==> config.mk <==
export PLATFORM = sky130hd
export DESIGN_NAME = seq_pattern_detector
export DESIGN_NICKNAME = d
export VERILOG_FILES = /design/src/rtl/seq_pattern_detector.sv
export SDC_FILE = /design/constraint.sdc
export NUM_CORES = 1
export LEC_CHECK = 0
export CAP_MARGIN = 10
export CORE_ASPECT_RATIO = 1.25
export CORE_MARGIN = 1.5
export CORE_UTILIZATION = 40
export CTS_BUF_LIST = sky130_fd_sc_hd__clkbuf_8
export CTS_CLUSTER_DIAMETER = 30
export DETAILED_ROUTE_END_ITERATION = 8
export MAX_ROUTING_LAYER = met4
export PLACE_DENSITY = 0.75
export SYNTH_ARGS = -nofsm -noshare
export SYNTH_HDL_FRONTEND = slang
export SYNTH_SLANG_ARGS = --single-unit
==> constraint.sdc <==
create_clock -name clock -period 2 [get_ports clock]
set_clock_uncertainty 0.2 [all_clocks]
set_input_delay 0.4 -clock clock [delete_from_list [all_inputs] [get_ports clock]]
set_output_delay 0.4 -clock clock [all_outputs]
set_load 0.02 [all_outputs]
m1.png
The bar under the picture is 10 um long.
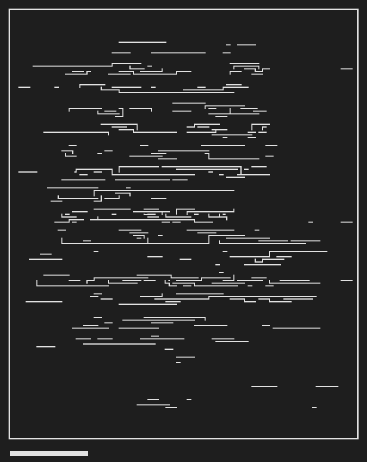
The layer carries 738 um of wire. The wires run mostly horizontal. The layer holds 42% of the routed length. The longest straight run is 18.9 um. 111 nets have wire on it.
total vias in the final route: 693
total detailed-routing wirelength: 1.78 mm

m2.png
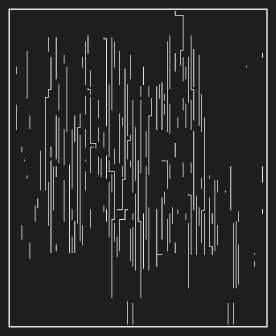
The longest straight run is 19.2 um. The layer carries 955 um of wire. 115 nets have wire on it.
global routing met2 resource utilization: 30.7%

util_map.png
The bar under the picture is 10 um long. The die is cut into 9 by 11 equal tiles; black is low, pale yellow is high, 0 to 100% covered.
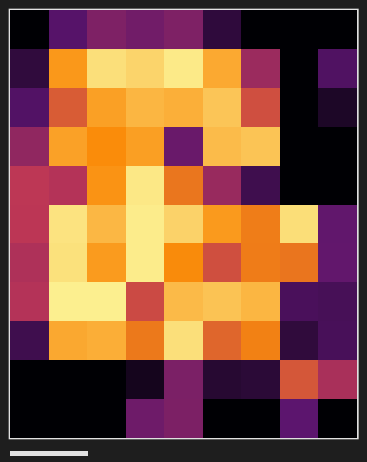
The densest ninth of the die: center. The emptiest ninth of the die: north-east. The mean over all tiles is 47%.
floorplan-stage core utilization: 43.1%
Core Box Area: 2000 sq um

route_heat.png
The bar under the picture is 10 um long. The die is cut into 9 by 11 equal tiles; black is low, pale yellow is high, scaled to the fullest tile. Values are wire area over tile area, all layers added.
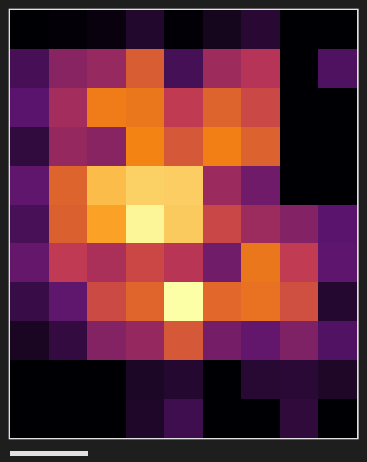
30% of the tiles are over half the peak. The emptiest ninth of the die: south-west. The densest ninth of the die: center. The mean over all tiles is 0.11. 22% of the tiles are nearly empty. The fullest tile reaches 0.35.
detailed-route wire length per cell: 13.2 um
total routing usage reported by global routing: 17.2%

congestion_map.png
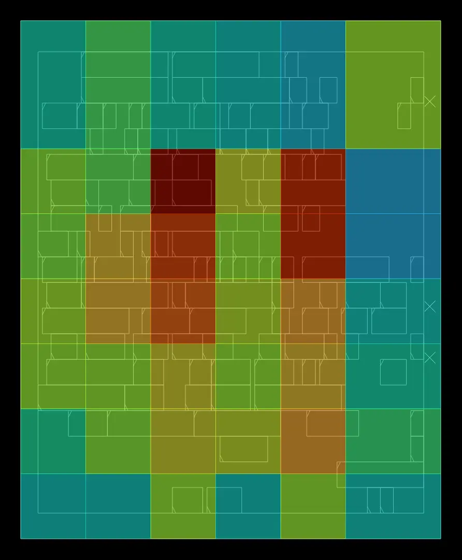
final core utilization: 58.7%
global routing met3 resource utilization: 3.57%
most heavily used metal layer in global routing: met2
met1 Use GR: 18.7%

==> Implementation_results.wiki <==
=== Synthesis and place and route ===
{| class="wikitable"
! Metric !! Value
|-
| Master cell of the clock root buffer || sky130_fd_sc_hd__clkbuf_8
|-
| Outcome || complete, but fails checks
|-
| Count of different cell masters after synthesis || 26
|-
| Highest metal layer with signal wires || met4
|-
| Failing checks || DRC
|-
| Multi-input combinational area share || 39.1%
|-
| Yosys top cell by instances || sky130_fd_sc_hd__nand2_1
|-
| Most numerous logic cell after layout || sky130_fd_sc_hd__nand2_1
|-
| XOR/XNOR share of the synthesized area || 6.08%
|-
| Overflow left after global routing || 0
|-
| Most frequent logic cells in the routed design || 19 x sky130_fd_sc_hd__nand2_1, 16 x sky130_fd_sc_hd__dfrtp_1, 13 x sky130_fd_sc_hd__buf_4
|-
| Largest stage delay on the critical path || 500 ps
|-
| Area leader share || 46.3%
|-
| DRC errors left || 3
|-
| Critical Path Start Type || flop
|-
| Worst path arrival time || approximately 1900 ps
|-
| Multi-input combinational cell area || between 400 and 500 sq um
|-
| Crit path required time || ~1900 ps
|-
| Most used flip-flop cell after synthesis || sky130_fd_sc_hd__dfrtp_1
|-
| Cell types with the highest counts after synthesis || 19 x sky130_fd_sc_hd__nand2_1, 16 x sky130_fd_sc_hd__dfrtp_1, 8 x sky130_fd_sc_hd__buf_4, 8 x sky130_fd_sc_hd__mux2_2, 5 x sky130_fd_sc_hd__xor2_1
|-
| DR vias/cell || 5.13
|-
| Final design instance area without fill || 1180 sq um
|-
| Number of gates resized after CTS || 17
|-
| Number of synthesized flops with an enable pin || 0
|-
| VDD IR max || approximately 0.58 mV
|-
| Syn Inst Count || around 87
|-
| NonClk Buf Share || 19.4%
|-
| Cells traversed along the worst timing path || inv_2 -> ha_4 -> buf_6 -> nand4b_1 -> or4b_4 -> a311oi_2 -> a21oi_1
|-
| Horiz. Die Dim || 44.6 um
|-
| Combinational gate power || 0.414 mW
|-
| Setup-violating endpoint count in the final report || 0
|-
| Overall power after layout || 1.14 mW
|-
| Worst R2R Path Depth || 7
|-
| Met3 WL || about 73 um
|-
| Detailed-placement wirelength estimate || 1.32 mm
|-
| Sequential element share of the synthesized area || 46.3%
|-
| Ys Warns || 0
|-
| Top power group || sequential cells
|-
| Class of the most critical setup path || reg2reg
|-
| Crit path depth || 7
|-
| Ao+oa area frac || 4.92%
|-
| Top post-synthesis cells by area || sky130_fd_sc_hd__dfrtp_1 46%, sky130_fd_sc_hd__mux2_2 10%, sky130_fd_sc_hd__nand2_1 8.2%
|-
| Antenna violation net count after detailed routing || 0
|-
| Final non-filler cell total || 135
|-
| Number of multi-input logic gates || roughly 67
|-
| Max FFs per register || 6
|-
| Reg power frac || 39.0%
|-
| Number of antenna repair diodes || 0
|-
| Post-synthesis cell count from yosys || 87
|-
| Sort of element at the end of the critical path || flop
|-
| Number of DRC markers in iteration 0 || 15
|-
| Dpl cell area || 1060 sq um
|}
Power is estimated from default activity; no workload was simulated.
